<file path="src/rtl/endpoint_select.sv">
// Debounces city hits from the mouse detector and captures a begin/end city pair,
// then hands the pair to the path engine over a req/ack handshake.
module endpoint_select #(
   parameter int unsigned STABLE_CYCLES = 4
) (
   input  logic       Clk,
   input  logic       Reset,
   input  logic [9:0] pos_x_in,
   input  logic [9:0] pos_y_in,
   input  logic       clear,
   input  logic       search_ack,
   output logic [9:0] begin_x,
   output logic [9:0] begin_y,
   output logic [9:0] end_x,
   output logic [9:0] end_y,
   output logic       begin_valid,
   output logic       end_valid,
   output logic       search_req,
   output logic       done
);

   localparam logic [7:0] Target = 8'(STABLE_CYCLES);

   typedef enum logic [1:0] {StIdle, StWaitEnd, StReq, StDone} state_e;

   state_e      state_q;
   logic [19:0] sample;
   logic [19:0] prev_q;
   logic [7:0]  cnt_q;
   logic [7:0]  cnt_d;
   logic        arm_q;
   logic        hold_q;
   logic        hit;
   logic        new_hit;
   logic        confirm;
   logic        accept;

   assign sample  = {pos_x_in, pos_y_in};
   assign hit     = |sample;
   assign new_hit = hit && (sample != prev_q);

   // hold_q keeps a press that spans reset/clear from counting until it is released
   always_comb begin
      cnt_d = 8'd0;
      if (hit && !hold_q) begin
         if (new_hit)                cnt_d = 8'd1;
         else if (cnt_q != 8'hff)    cnt_d = cnt_q + 8'd1;
         else                        cnt_d = cnt_q;
      end
   end

   // Fires once per press, or again after a mid-press coordinate change restarts the count
   assign confirm = hit && !hold_q && (cnt_d == Target) && (new_hit || (cnt_q != Target));
   assign accept  = confirm && arm_q;

   always_ff @(posedge Clk) begin
      if (!Reset || clear) begin
         state_q     <= StIdle;
         prev_q      <= 20'd0;
         cnt_q       <= 8'd0;
         arm_q       <= 1'b1;
         hold_q      <= 1'b1;
         begin_x     <= 10'd0;
         begin_y     <= 10'd0;
         end_x       <= 10'd0;
         end_y       <= 10'd0;
         begin_valid <= 1'b0;
         end_valid   <= 1'b0;
         search_req  <= 1'b0;
         done        <= 1'b0;
      end else begin
         prev_q <= sample;
         cnt_q  <= cnt_d;
         if (confirm)   arm_q <= 1'b0;
         else if (!hit) arm_q <= 1'b1;
         if (!hit) hold_q <= 1'b0;

         unique case (state_q)
            StIdle: begin
               if (accept) begin
                  begin_x     <= pos_x_in;
                  begin_y     <= pos_y_in;
                  begin_valid <= 1'b1;
                  state_q     <= StWaitEnd;
               end
            end
            StWaitEnd: begin
               if (accept && (sample != {begin_x, begin_y})) begin
                  end_x     <= pos_x_in;
                  end_y     <= pos_y_in;
                  end_valid <= 1'b1;
                  state_q   <= StReq;
               end
            end
            StReq: begin
               // ack only counts once the request is visible to the engine
               if (!search_req) begin
                  search_req <= 1'b1;
               end else if (search_ack) begin
                  search_req <= 1'b0;
                  done       <= 1'b1;
                  state_q    <= StDone;
               end
            end
            StDone: begin
               state_q <= StDone;
            end
         endcase
      end
   end

endmodule

</file>
<file path="config.mk">
export PLATFORM = sky130hd
export DESIGN_NAME = endpoint_select
export DESIGN_NICKNAME = d
export VERILOG_FILES = /design/src/rtl/endpoint_select.sv
export SDC_FILE = /design/constraint.sdc
export NUM_CORES = 1
export LEC_CHECK = 0
export ABC_AREA = 1
export CAP_MARGIN = 20
export CORE_MARGIN = 2
export CORE_UTILIZATION = 45
export DETAILED_ROUTE_END_ITERATION = 8
export PLACE_DENSITY = 0.83
export SYNTH_ARGS = -nofsm -noshare
export SYNTH_HDL_FRONTEND = slang
export SYNTH_SLANG_ARGS = --single-unit
</file>
<file path="constraint.sdc">
create_clock -name Clk -period 1.83 [get_ports Clk]
set_input_delay 0.183 -clock Clk [delete_from_list [all_inputs] [get_ports Clk]]
set_output_delay 0.183 -clock Clk [all_outputs]
set_load 0.01 [all_outputs]
</file>
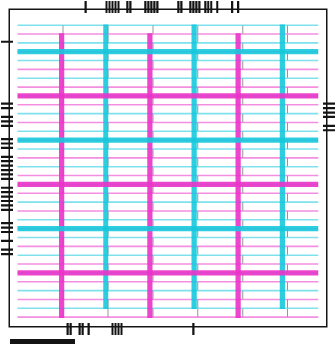
Run 1: power grid
Scale bar: 20 µm. Pins as bars on the die edge. Tap cells in grey.
colour	net
cyan	VDD
magenta	VSS
signal pins	68
met1 rails	34
met5 straps	6
tap cells	105
Max IR drop VDD: 0.365 mV
die height: 97.1 µm
width of the die: 97.1 µm

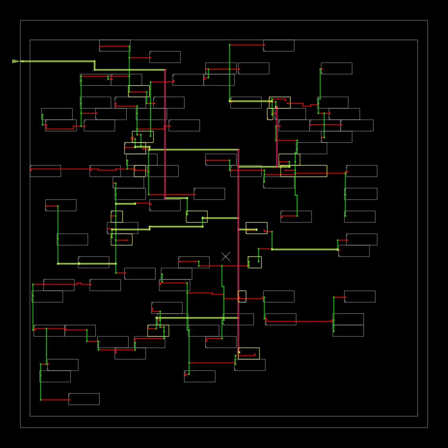
Run 1: clock nets
flip-flops: 76
clk sink count: 76
final-layout clock buffer total: 11
Skew-Pair Late Insertion Delay: 0.36 ns

==> impl_metrics.csv, run 1 <==
group,metric,value,unit
drt,drt_total_wl,14800,µm
drt,wl_met3,1160,µm
critical_path,timing.rr.end,"begin_y[9]",
placement,dp_cells,859,
critical_path,critical-path-slowest-cell,"clkdlybuf4s50_1",
sta,fin_setup_tns,-19.77,ns
clock_tree,post_cts_resize_count,23,
sta,final.setup.worst_slack,-0.492,ns
clock_tree,htreeDepth,3,
status,status,"finished, violations left",
placement,place_hpwl,8350,µm
status,failed_checks,"DRC, setup timing",
critical_path,reg2reg_from,"cnt_q[0]",
finish,diodes,0,
yosys,yosys-stat-cells,616,
yosys,synth.yosys.chip_area,0.00390,mm²
yosys,synthTopCellsByCount,"187 x nand2_1, 137 x nor2_1, 91 x inv_1, 76 x dfxtp_1, 19 x nand3_1",
critical_path,path_delay_family,"simple AND/OR/NAND/NOR gates",
finish,area_growth,56.4,%
drt,detail_route.first_pass.iterations,8,
sta,fin_skew,0.00702,ns
critical_path,worst-setup-path-type,"input port to register",
min_path,worstHoldPathCells,3,
sta,setup-violations-final,46,
finish,fraction_of_final_layout_cells_with_drive_strength_greater_than_1,26.8,%
drt,initialDrtViolationCount,397,
placement,placement.cell_area,0.00533,mm²
min_path,min-delay-path-class,"input port to register",
power,total_power,3.37,mW
yosys,post-synth-top-count-cell,"nand2_1",
critical_path,regToRegSetupSlack,-0.47,ns
yosys,syn-cell-area,0.00390,mm²
critical_path,cp-start-kind,"input port",
sta,number_of_pins_with_negative_max_slew_slack_in_the_final_report,0,
floorplan,ios,68,
clock_tree,post_cts.repair.setup_buffers,10,
drt,route.detailed.vias_per_inst,5.34,
floorplan,chipArea,0.00944,mm²
drt,post-route-drc-count,1,
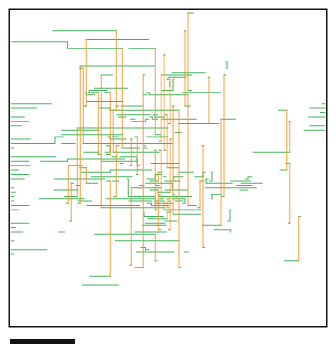
Run 1: wiring by layer
Scale bar: 20 µm. Only two layers are drawn.
colour	layer	wire length
orange	met4	972 µm
green	met3	1160 µm
wire length per cell: 16.5 µm
Total GRT Usage: 25.3%

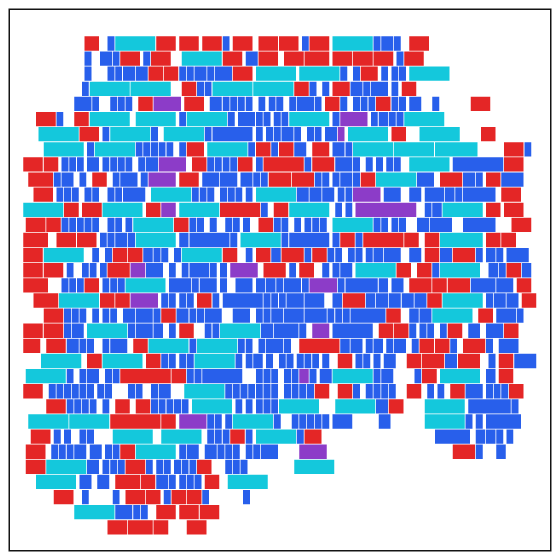
Run 1: cell classes on the final placement
colour	class	cells	share of their area
purple	clock drivers and dummy loads	16	3.4%
blue	all other logic	524	44%
red	other buffers and delay cells	175	27%
cyan	flops	76	26%
fin util: 73.6%
Floorplan Core Area: 0.00830 mm²
fraction of area in registers: 25.0%
fin area: 0.00611 mm²
Row Count: 33

[run 1: report_power, final]
part / switching, mW / leakage (nW) / internal [mW]
sequential: 0.0138 / 0.616 / 1.67
combinational: 0.201 / 2.33 / 0.146
clock: 0.667 / 0.0959 / 0.670
total: 0.882 / 3.04 / 2.49
[run 1: final cells by class]
type	instances	area (µm²)
fillers	522	2190
clock inverters	5	58.8
flip-flops and latches	76	1520
repair buffers	175	1630
clock buffers	11	141
inverters	102	395
well taps	105	131
multi-input cells	422	2220
[run 1: cells by family after synthesis]
logic type               after synthesis  synth area share [%]
flip-flops                            76                  39.0
buffers and inverters                123                  13.1
adder cells (fa/ha/maj)                2                 0.641
XOR/XNOR                              24                  5.38
AND/OR/NAND/NOR                      379                  40.2
AND-OR/OR-AND                         12                  1.70
[run 1: placed cells by master, fill, tap and decap left out, types with 2 or more instances in the layout]
master,n
clkinvlp_4,2
nand2_4,2
dfxtp_1,74
nand2_8,6
nor2_1,117
clkdlybuf4s50_1,54
dlygate4sd2_1,6
dfxtp_2,2
inv_1,86
nand2_1,163
nand3_2,3
clkbuf_16,2
dlymetal6s2s_1,7
nor3_1,5
a21oi_1,2
xnor2_1,13
buf_4,87
nand2_2,23
inv_2,14
nor3_2,3
nand3_1,15
nand3_4,3
nand4_1,18
buf_12,4
nor2_2,17
a21oi_2,3
buf_6,15
xor2_1,10
clkbuf_8,10
nor2_4,5
o21ai_2,2
[run 1: flip-flops by register name, summed over array words and instances, names as in the netlist]
name	flops
hold_q	1
state_q	2
prev_q	20
begin_y	10
arm_q	1
end_x	10
done	1
begin_valid	1
search_req	1
begin_x	10
cnt_q	8
end_valid	1
end_y	10
Run 1, clock distribution:
Scale bar: 20 µm.
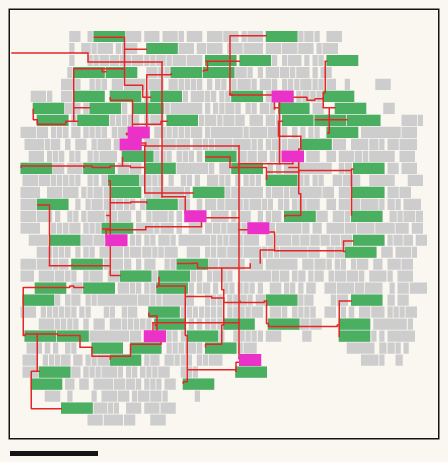

==> run 2, diff against run 1 <==
Settings changed: CORE_MARGIN 2 to default.
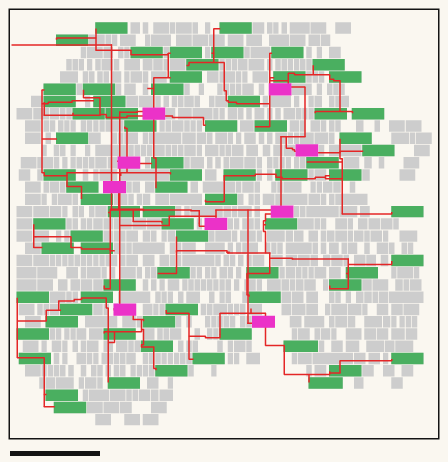
Run 2: clock distribution
Scale bar: 20 µm.
[green] flip-flops | count: 76
[magenta] cells driving clock nets | count: 9
[red] clock wires | length: 1020 µm
routed clock nets	10
flops lie	all over the die
clock network power share: 40.2%
Clock net power: 1.35 mW
worst clock skew: 0.0119 ns

==> run 2 against run 1 <==
The flow finishes with violations (setup timing). First-iteration DRC count is 26% lower. Combinational power is 4% lower. Sequential power hardly changed. Worst setup slack better by 0.041 ns. Flip-flop count stayed put. Power hardly changed. Sequential share of layout area is 0.74 points higher. Die size is 4.1% lower. Largest cell class unchanged. Largest power group unchanged. Highest routed layer unchanged.
==> impl_metrics.csv, run 2 <==
group,metric,value,unit
floorplan,chipArea,0.00905,mm²
yosys,post_synth_and_or_nand_nor_area_fraction,40.2,%
min_path,min-delay-path-class,"input port to register",
drt,initialDrtViolationCount,294,
finish,postLayoutCellArea,0.00593,mm²
clock_tree,cts_num_sinks,76,
status,failed_checks,"setup timing",
power,seq_power_share,49.9,%
drt,drt_total_wl,13400,µm
floorplan,ios,68,
yosys,post-synth-top-count-cell,"nand2_1",
power,intPower,2.49,mW
finish,area_growth,52.0,%
power,swShare,26.1,%
drt,route.detailed.vias_per_inst,5.12,
clock_tree,post_cts.repair.setup_buffers,2,
finish,lay_top_cells,"168 x nand2_1, 120 x nor2_1, 90 x inv_1, 87 x buf_4, 74 x dfxtp_1",
finish,diodes,0,
finish,most_used_logic_cell_in_the_final_layout,"nand2_1",
yosys,yosys.area_share.xor_xnor,5.38,%
finish,biggest_register,"prev_q",
sta,number_of_pins_with_negative_max_slew_slack_in_the_final_report,0,
clock_tree,skew_pair_late_insertion_delay,0.36,ns
yosys,muxShareOfSynthArea,0,%
placement,dp_cells,851,
global_route,groute.usage.overall,24.7,%
drt,detail_route.wl_per_cell,15.1,µm
finish,fin_util,71.5,%
critical_path,cp-start-kind,"register",
sta,setup-violations-final,45,
floorplan,num_rows,33,
finish,num-fill-cells,565,
clock_tree,htreeDepth,3,
sta,final.setup.worst_slack,-0.451,ns
floorplan,core,0.00830,mm²
status,status,"finished, violations left",
power,power.switching,0.879,mW
power,pwr-share-comb,9.9,%
critical_path,path_delay_family,"simple AND/OR/NAND/NOR gates",
yosys,synth.yosys.chip_area,0.00390,mm²
clock_tree,post_cts_resize_count,6,
yosys,synthTopCellsByCount,"187 x nand2_1, 137 x nor2_1, 91 x inv_1, 76 x dfxtp_1, 19 x nand3_1",
power,total_power,3.37,mW
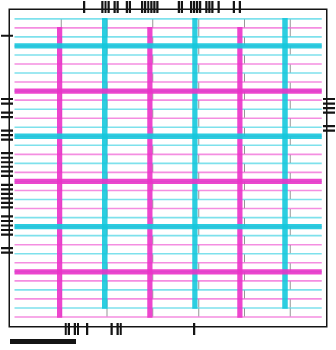
Run 2: power grid
Scale bar: 20 µm. Pins as bars on the die edge. Tap cells in grey.
colour	net
cyan	VDD
magenta	VSS
rows	33
signal pins	68
met4 straps	6
met5 straps	6
met1 rails	34
width of the die: 95.1 µm
Max IR drop VDD: 0.433 mV
die height: 95.1 µm

-- run 2: final timing paths --
kind                      end  cells past startpoint        start  slack, ns
hold / removal      prev_q[1]                      3  pos_y_in[1]       0.20
setup reg to reg   begin_y[0]                     14     cnt_q[1]      -0.45
setup / recovery   begin_y[0]                     14     cnt_q[1]      -0.45
hold reg to reg   begin_valid                      2  begin_valid       0.45
-- run 2: routing by layer --
| metal | up-vias | track usage, % | share of wire, % |
|---|---|---|---|
| li1 | 2160 | - | - |
| met1 | 2078 | 28.4 | 38 |
| met2 | 236 | 44.2 | 50 |
| met3 | 58 | 4.39 | 7.6 |
| met4 | 0 | 10.7 | 4.4 |
| met5 | - | 0 | 0 |
-- run 2: final cells by class --
cell class / instances / area, µm² / share of cell area (%)
multi-input combinational: 423 / 2180 / 36.8
sequential: 76 / 1520 / 25.7
timing repair buffer: 163 / 1500 / 25.3
inverter: 102 / 388 / 6.54
clock buffer: 11 / 141 / 2.38
tap: 105 / 131 / 2.21
clock inverter: 5 / 61.3 / 1.03
-- run 2: power groups by stage --
stage          logic, mW  registers, mW  clock network (mW)
3_3_place_gp       0.306           1.72                   0
6_report           0.333           1.68                1.35
5_1_grt            0.358           1.68                1.42
3_5_place_dp       0.313           1.72                   0
4_1_cts            0.317           1.68                1.34
2_1_floorplan      0.148           1.72                   0
-- run 2: stage by stage --
step / hold WS (ns) / TNS (ns)
6_report: 0.199 / -16.38
3_3_place_gp: 0.428 / -30.45
5_1_grt: 0.212 / -23.58
4_1_cts: 0.455 / -10.31
3_5_place_dp: 0.443 / -33.87
2_1_floorplan: 0.307 / -1.16
-- run 2: logic make-up after synthesis --
kind of cell / after synthesis
AND-OR/OR-AND: 12
flip-flops: 76
AND/OR/NAND/NOR: 379
buffers and inverters: 123
XOR/XNOR: 24
adder cells (fa/ha/maj): 2
Run 2, wiring by layer:
Scale bar: 20 µm. Only two layers are drawn.
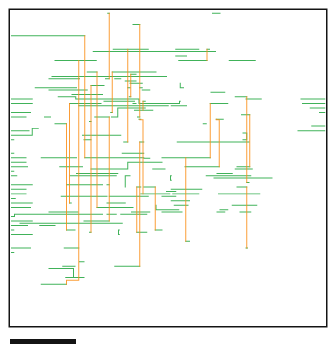

==> run 3, diff against run 2 <==
Settings changed: DONT_BUFFER_PORTS from default to 1, PLACE_DENSITY 0.83 to 0.73, SETUP_SLACK_MARGIN from default to 0.4.
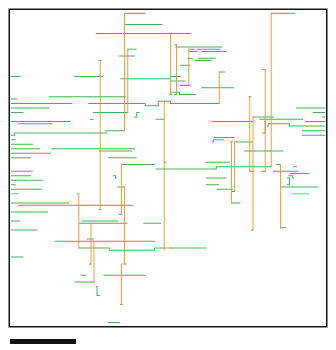
Run 3: wiring by layer
Scale bar: 20 µm. Only two layers are drawn.
colour	layer	wire length
orange	met4	477 µm
green	met3	882 µm
Total GRT Usage: 26.4%
wire length per cell: 15.0 µm
total vias in the final route: 4164
drt total wl: 12400 µm

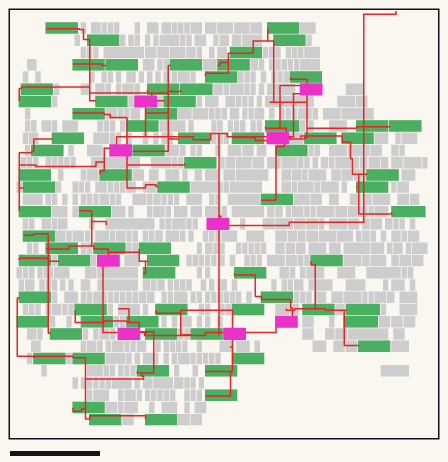
Run 3: clock distribution
Scale bar: 20 µm.
[red] clock wires | length: 1000 µm
[green] flip-flops | count: 76
[magenta] cells driving clock nets | count: 9
routed clock nets	10
flops lie	all over the die
clock network power share: 46.0%
Clock net power: 1.65 mW
worst clock skew: 0.0165 ns

==> run 3 against run 2 <==
Clock power rose by 22%. The flow still finishes with violations (setup timing). Final area down 6.7%. Power rose by 6.7%.
==> impl_metrics.csv, run 3 <==
group,metric,value,unit
status,status,"finished, violations left",
status,failed_checks,"setup timing",
power,max-vdd-ir-drop,0.459,mV
sta,hold_ws,0.0145,ns
sta,fin_crit_sh,122,%
clock_tree,cts_num_sinks,76,
critical_path,crit_start,"cnt_q[4]",
power,total_power,3.59,mW
floorplan,core,0.00830,mm²
sta,final.setup.worst_slack,-0.402,ns
critical_path,ff2ff_path_depth,15,
floorplan,floorplan.initialDensity,47.0,%
finish,final_net_count,742,
finish,area_growth,41.7,%
yosys,synthTopCellsByCount,"187 x nand2_1, 137 x nor2_1, 91 x inv_1, 76 x dfxtp_1, 19 x nand3_1",
placement,dp_cells,763,
finish,most_used_logic_cell_in_the_final_layout,"nand2_1",
min_path,worstHoldPathCells,2,
finish,lay_top_cells,"160 x nand2_1, 116 x nor2_1, 87 x inv_1, 72 x dfxtp_1, 67 x buf_4",
critical_path,cp-start-kind,"register",
floorplan,num_rows,33,
critical_path,path_delay_family,"simple AND/OR/NAND/NOR gates",
placement,weighted_congestion_at_the_end_of_routability_driven_global_placement,0.848,
critical_path,regToRegSetupSlack,-0.40,ns
global_route,first_global_vias,3860,
yosys,synth.net_count,642,
drt,detail_route.first_pass.iterations,5,
min_path,holdPathEnd,"prev_q[13]",
floorplan,chipArea,0.00905,mm²
clock_tree,skew_pair_late_insertion_delay,0.36,ns
min_path,min-delay-path-class,"input port to register",
sta,setup-violations-final,52,
floorplan,ios,68,
clock_tree,cts_tree,"built",
yosys,synth_warnings,0,
critical_path,reg2reg_from,"cnt_q[4]",
finish,biggest_register,"prev_q",
drt,route.detailed.vias_per_inst,5.04,
floorplan,die-height,95.1,µm
sta,number_of_pins_with_negative_max_slew_slack_in_the_final_report,0,
yosys,synth.yosys.chip_area,0.00390,mm²
drt,route.antenna.remaining_nets,0,
floorplan,die_x,95.1,µm
critical_path,timing.rr.end,"begin_y[1]",
sta,min_period,2.23,ns
sta,timing_hold_violations_final,0,
yosys,syn-cell-area,0.00390,mm²
drt,initialDrtViolationCount,248,
finish,diodes,0,
critical_path,max_stage_delay,0.32,ns
sta,fmax,448,MHz
finish,final_cell_count_no_fill,826,
clock_tree,htreeDepth,3,
finish,postLayoutCellArea,0.00553,mm²
critical_path,worst_path_most_repeated_cell,"nand2_1",
critical_path,worst-setup-path-type,"register to register",
critical_path,cp.depth,15,
yosys,post-synth-top-count-cell,"nand2_1",
min_path,min-delay-start,"pos_x_in[3]",
placement,place_hpwl,7230,µm
-- run 3: area by class of cell --
type                       count  area, µm²
clock buffer                  10        138
clock inverter                 6        116
fill                         631       2770
inverter                     102        385
multi-input combinational    417       2180
sequential                    76       1530
tap                          105        131
timing repair buffer         110       1050
-- run 3: metal layers --
metal | part of all wire, % | GRT usage (%)
met4 | 3.9 | 12.2
met1 | 40 | 30.8
met5 | 0 | 0
met3 | 7.1 | 7.26
met2 | 49 | 44.7
-- run 3: how the worst max path moves through the flow --
stage,endpoint,slack (ns)
floorplan,end_y[0],-0.03
CTS,begin_x[9],-0.20
detailed placement,end_y[8],-0.23
global route,begin_y[1],-0.58
global placement,end_y[1],-0.18
finish,begin_y[1],-0.40
-- run 3: what timing repair did --
action                     in CTS  in global routing
buffers inserted               10                  8
gates cloned                    0                  3
pin swaps                       9                 18
hold endpoints to repair       56                  0
setup endpoints to repair      53                 54
resized                        32                 69
hold buffers                   26                  0
-- run 3: cells by family (layout without fill, tap and decap cells) --
logic type / Yosys count / after routing / share of synthesized area (%)
flip-flops: 76 / 76 / 39.0
adder cells (fa/ha/maj): 2 / 2 / 0.641
AND/OR/NAND/NOR: 379 / 379 / 40.2
buffers and inverters: 123 / 228 / 13.1
AND-OR/OR-AND: 12 / 12 / 1.70
XOR/XNOR: 24 / 24 / 5.38
-- run 3: through the flow --
stage / TNS, ns / utilization, % / worst slack, ns
after global placement: -5.24 / 53.9 / -0.182
after detailed placement: -7.88 / 53.9 / -0.231
final: -14.46 / 66.7 / -0.402
after global routing: -21.79 / 66.7 / -0.575
after floorplan: -1.13 / - / -0.0296
after CTS: -7.00 / 62.3 / -0.202
-- run 3: power by group --
| group | switching (mW) | internal, mW |
|---|---|---|
| registers | 0.0110 | 1.67 |
| clock network | 0.693 | 0.958 |
| logic | 0.147 | 0.114 |
Power figures rest on the tool's default switching activity, not on a simulated workload.
